--- src/rtl/mul_pkg.sv ---
// Shared widths and types for the signed Wallace-tree multiplier.
package mul_pkg;

  localparam int unsigned MUL_W  = 16;
  localparam int unsigned PROD_W = 32;

  typedef logic signed [MUL_W-1:0]  op_t;
  typedef logic signed [PROD_W-1:0] prod_t;
  typedef logic [PROD_W-1:0]        row_t;

  // Baugh-Wooley correction constants: +2^MUL_W and +2^(PROD_W-1)
  localparam row_t BW_CONST = (row_t'(1) << MUL_W) | (row_t'(1) << (PROD_W - 1));

endpackage

--- src/rtl/csa_3to2.sv ---
// Vectored 3:2 carry-save adder over full product-width rows.
module csa_3to2
  import mul_pkg::*;
(
  input  logic [PROD_W-1:0] x,
  input  logic [PROD_W-1:0] y,
  input  logic [PROD_W-1:0] z,
  output logic [PROD_W-1:0] sum,
  output logic [PROD_W-1:0] carry
);

  // Per-bit sum; majority shifted up one place, carry out of the top bit is dropped
  assign sum   = x ^ y ^ z;
  assign carry = {(x[PROD_W-2:0] & y[PROD_W-2:0]) |
                  (x[PROD_W-2:0] & z[PROD_W-2:0]) |
                  (y[PROD_W-2:0] & z[PROD_W-2:0]), 1'b0};

endmodule

--- src/rtl/wallace_multiplier.sv ---
// Signed 16x16 -> 32 multiplier: Baugh-Wooley partial products, Wallace
// reduction of 3:2 CSAs (16 -> 11 -> 8 -> 6 -> 4 -> 3 -> 2 rows), final
// carry-propagate add, registered output with one-cycle latency.
module wallace_multiplier
  import mul_pkg::*;
#(
  parameter int unsigned WIDTH = MUL_W
) (
  input  logic                      clk,
  input  logic                      rst,
  input  logic                      in_valid,
  input  logic signed [WIDTH-1:0]   a,
  input  logic signed [WIDTH-1:0]   b,
  output logic                      out_valid,
  output logic signed [2*WIDTH-1:0] product
);

  logic [MUL_W-1:0] pp [MUL_W];
  row_t l0 [16];
  row_t l1 [11];
  row_t l2 [8];
  row_t l3 [6];
  row_t l4 [4];
  row_t l5 [3];
  row_t l6 [2];
  prod_t sum_c;

  // Partial-product bits; terms mixing one sign bit with one magnitude bit are inverted
  for (genvar gi = 0; gi < MUL_W; gi++) begin : g_pp_row
    for (genvar gj = 0; gj < MUL_W; gj++) begin : g_pp_bit
      if ((gi == MUL_W - 1) != (gj == MUL_W - 1)) begin : g_inv
        assign pp[gi][gj] = ~(a[gj] & b[gi]);
      end else begin : g_pos
        assign pp[gi][gj] = a[gj] & b[gi];
      end
    end
    // Row gi sits at weight 2^gi; row 0 also carries the correction constants in its free bits
    if (gi == 0) begin : g_row0
      assign l0[gi] = row_t'(pp[gi]) | BW_CONST;
    end else begin : g_rown
      assign l0[gi] = row_t'(pp[gi]) << gi;
    end
  end

  // Level 1: 16 -> 11
  for (genvar g = 0; g < 5; g++) begin : g_lv1
    csa_3to2 u_csa (.x(l0[3*g]), .y(l0[3*g+1]), .z(l0[3*g+2]),
                    .sum(l1[2*g]), .carry(l1[2*g+1]));
  end
  assign l1[10] = l0[15];

  // Level 2: 11 -> 8
  for (genvar g = 0; g < 3; g++) begin : g_lv2
    csa_3to2 u_csa (.x(l1[3*g]), .y(l1[3*g+1]), .z(l1[3*g+2]),
                    .sum(l2[2*g]), .carry(l2[2*g+1]));
  end
  assign l2[6] = l1[9];
  assign l2[7] = l1[10];

  // Level 3: 8 -> 6
  for (genvar g = 0; g < 2; g++) begin : g_lv3
    csa_3to2 u_csa (.x(l2[3*g]), .y(l2[3*g+1]), .z(l2[3*g+2]),
                    .sum(l3[2*g]), .carry(l3[2*g+1]));
  end
  assign l3[4] = l2[6];
  assign l3[5] = l2[7];

  // Level 4: 6 -> 4
  for (genvar g = 0; g < 2; g++) begin : g_lv4
    csa_3to2 u_csa (.x(l3[3*g]), .y(l3[3*g+1]), .z(l3[3*g+2]),
                    .sum(l4[2*g]), .carry(l4[2*g+1]));
  end

  // Level 5: 4 -> 3
  csa_3to2 u_csa_l5 (.x(l4[0]), .y(l4[1]), .z(l4[2]), .sum(l5[0]), .carry(l5[1]));
  assign l5[2] = l4[3];

  // Level 6: 3 -> 2
  csa_3to2 u_csa_l6 (.x(l5[0]), .y(l5[1]), .z(l5[2]), .sum(l6[0]), .carry(l6[1]));

  // Final carry-propagate add; carry out of the top bit is discarded
  assign sum_c = prod_t'(l6[0] + l6[1]);

  // Output register: load on valid, hold product otherwise; async reset clears both
  always_ff @(posedge clk or posedge rst) begin
    if (rst) begin
      product   <= '0;
      out_valid <= 1'b0;
    end else begin
      out_valid <= in_valid;
      if (in_valid) begin
        product <= sum_c;
      end
    end
  end

endmodule

--- config.mk ---
export PLATFORM = sky130hd
export DESIGN_NAME = wallace_multiplier
export DESIGN_NICKNAME = d
export VERILOG_FILES = /design/src/rtl/mul_pkg.sv /design/src/rtl/csa_3to2.sv /design/src/rtl/wallace_multiplier.sv
export SDC_FILE = /design/constraint.sdc
export NUM_CORES = 1
export LEC_CHECK = 0
export CAP_MARGIN = 20
export CORE_MARGIN = 10
export CORE_UTILIZATION = 35
export CTS_CLUSTER_DIAMETER = 40
export DETAILED_ROUTE_END_ITERATION = 12
export GPL_TIMING_DRIVEN = 0
export PLACE_DENSITY = 0.63
export SLEW_MARGIN = 20
export SYNTH_ARGS = -nofsm -noshare
export SYNTH_HDL_FRONTEND = slang
export SYNTH_SLANG_ARGS = --single-unit
--- constraint.sdc ---
create_clock -name clk -period 2.48 [get_ports clk]
set_input_delay 0.372 -clock clk [delete_from_list [all_inputs] [get_ports clk]]
set_output_delay 0.372 -clock clk [all_outputs]
set_load 0.01 [all_outputs]
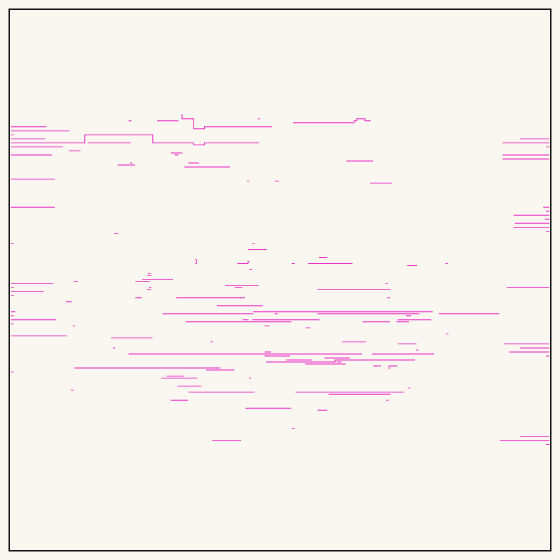
layer_met3.png
longest straight run: 78.7 µm
main direction: horizontal
share of all routed wire: 5.0%
total routed wirelength: 27200 µm
detailed-route via count: 7525
global routing usage on met3: 0.0263

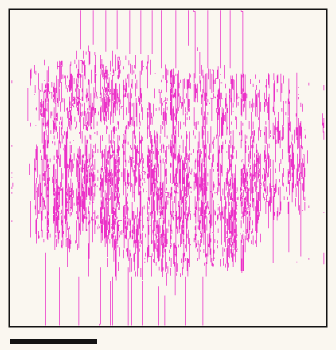
layer_met2.png
Bar = 50 µm.
main direction: vertical
wire length on this layer: 13900 µm
nets with wire on the layer: 1365
share of all routed wire: 51%
longest straight run: 56.4 µm
met2 Track Usage GR: 0.293

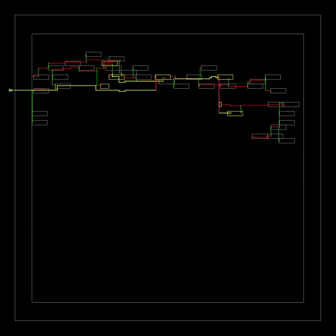
clocks.png
worst-case clock skew: 0 ns
number of clock-tree buffers in the layout: 7

==> impl_metrics.yaml <==
# flow metrics
cells_and_area:
  n_all_buffers: 225
  multiInputCombCellCount: 725
  final_common_cell: "sky130_fd_sc_hd__fa_1"
  n_sequential_cell: 33
  most-common-layout-cells: "sky130_fd_sc_hd__fa_1 (167), sky130_fd_sc_hd__inv_1 (162), sky130_fd_sc_hd__nand2_1 (125), sky130_fd_sc_hd__and2_1 (99), sky130_fd_sc_hd__buf_4 (76)"
  postLayoutCellArea_um2: 13300
  seqAreaFraction: 0.0619
  comb_area_frac: 0.652
  inverters_excl_clock: 185
  n_fill_cell: 2302
  mi_logic_area_um2: 8700
  antenna_cells_inserted: 0
  area_growth_pct: 44.1
  design.final.nets: 1488
grt:
  global_route_wire_length_before_repair_um: 43700
  antenna_found_initial: 0
  grt-ovfl-total: 0
  grt_start_max_net_pins: 34
  vias_in_the_first_global_route: 8418
  gr-usage-all-layers: 0.164
yosys:
  ys_top_cells_by_area: "sky130_fd_sc_hd__fa_1 (43%), sky130_fd_sc_hd__ha_1 (10%), sky130_fd_sc_hd__dfrtp_1 (8.9%)"
  netlist.top_cell.by_area: "sky130_fd_sc_hd__fa_1"
  yosysChipArea_um2: 9260
  post_synth_tally_of_flip_flops_with_integrated_enable: 0
  yosysTopAreaCellShare: 0.435
  mux_cell_area_share: 0.0292
  post_synth_instance_area_um2: 9260
  synth-adder-area-share: 0.539
  dominant_combinational_cell_family_by_area_after_synthesis: "adder cells"
  synthesis.yosys.warnings: 0
  yosys.stat.seqShare: 0.0892
  postSynthNetCount: 1298
  syn_avg_cell_area_um2: 9.40
  flop_cell: "sky130_fd_sc_hd__dfrtp_1"
final_timing:
  layout_setup_ws_ns: -2.78
  final.period_utilization: 2.12
  layout_min_cycle_time_ns: 5.26
  report.final.setup_viol: 27
  total_negative_slack_for_setup_checks_ns: -61.08
  timing_max_transition_violations_final: 0
  final-hold-violation-count: 0
  setup_repair_after_global_routing_missed_its_margin: "true"
  max_clock_freq_mhz: 190
  tightestPinTransition_ns: 0.971
  holdWs_ns: 0.384
drt:
  detail-route-antenna-nets: 0
  detailedRoute.firstPassIterationCount: 5
  wl_per_cell_um: 18.0
  drt-initial-drc-count: 407
setup_path:
  crit_arrival_ns: 5.46
  timing.critical_path.max_delay_family: "adder cells"
  critPathKind: "in -> reg"
  crit_path_max_incr_delay_ns: 0.58
  cells_along_the_critical_path: "buf_12, buf_8, and2_4, fa_1, inv_2, fa_2, fa_1, fa_1, fa_1, fa_1, inv_2, ha_4, buf_6, a21oi_4, o21ai_4, a21o_1, a211o_1, a2111o_1, o211ai_1"
  cp_data_required_time_ns: 2.68
  slowest_stage: "sky130_fd_sc_hd__fa_1"
  path_common_cell: "sky130_fd_sc_hd__fa_1"
  path_buffers: 5
  crit_path_start_kind: "input port"
placed_design:
  placement.setup.worst_slack_ns: -3.94
  place_inst: 1387
  gp_routability_congestion: 0.893
  placedInstanceArea_um2: 10900
  detailedPlacementHpwl_um: 20300
status:
  violations: "negative setup slack"
  run_status: "finished, violations left"
job:
  drv_cap: 0
  warning_count: 29
clocking:
  setup_fix_buffers_added_after_clock_tree_synthesis: 80
  htree_num_levels: 2
  tritoncts: "yes"
die:
  initCoreUtil: 0.355
  num_io_pins: 68
  core_um2: 26100
  row_count: 59
  die_height_um: 183
==> state kept, by name (all words and copies together), names as in the netlist <==
signal and flops:
out_valid 1, product 32
==> worst paths after layout <==
kind                        startpoint          end  slack, ns  cells after the start
min reg2reg                 product[2]   product[2]       0.51                      1
min                               b[0]   product[0]       0.38                      3
max                               b[5]  product[28]      -2.78                     19
min in group asynchronous          rst  product[14]       0.53                      2
max reg2reg                product[27]  product[27]       1.45                      2
max in group asynchronous          rst    out_valid       1.50                      2
==> layer usage <==
metal,vias to the layer above,track usage,part of all wire
met5,-,0,0
met4,0,0.0290,0.021
li1,3374,-,-
met3,41,0.0263,0.050
met2,196,0.293,0.51
met1,3914,0.206,0.42
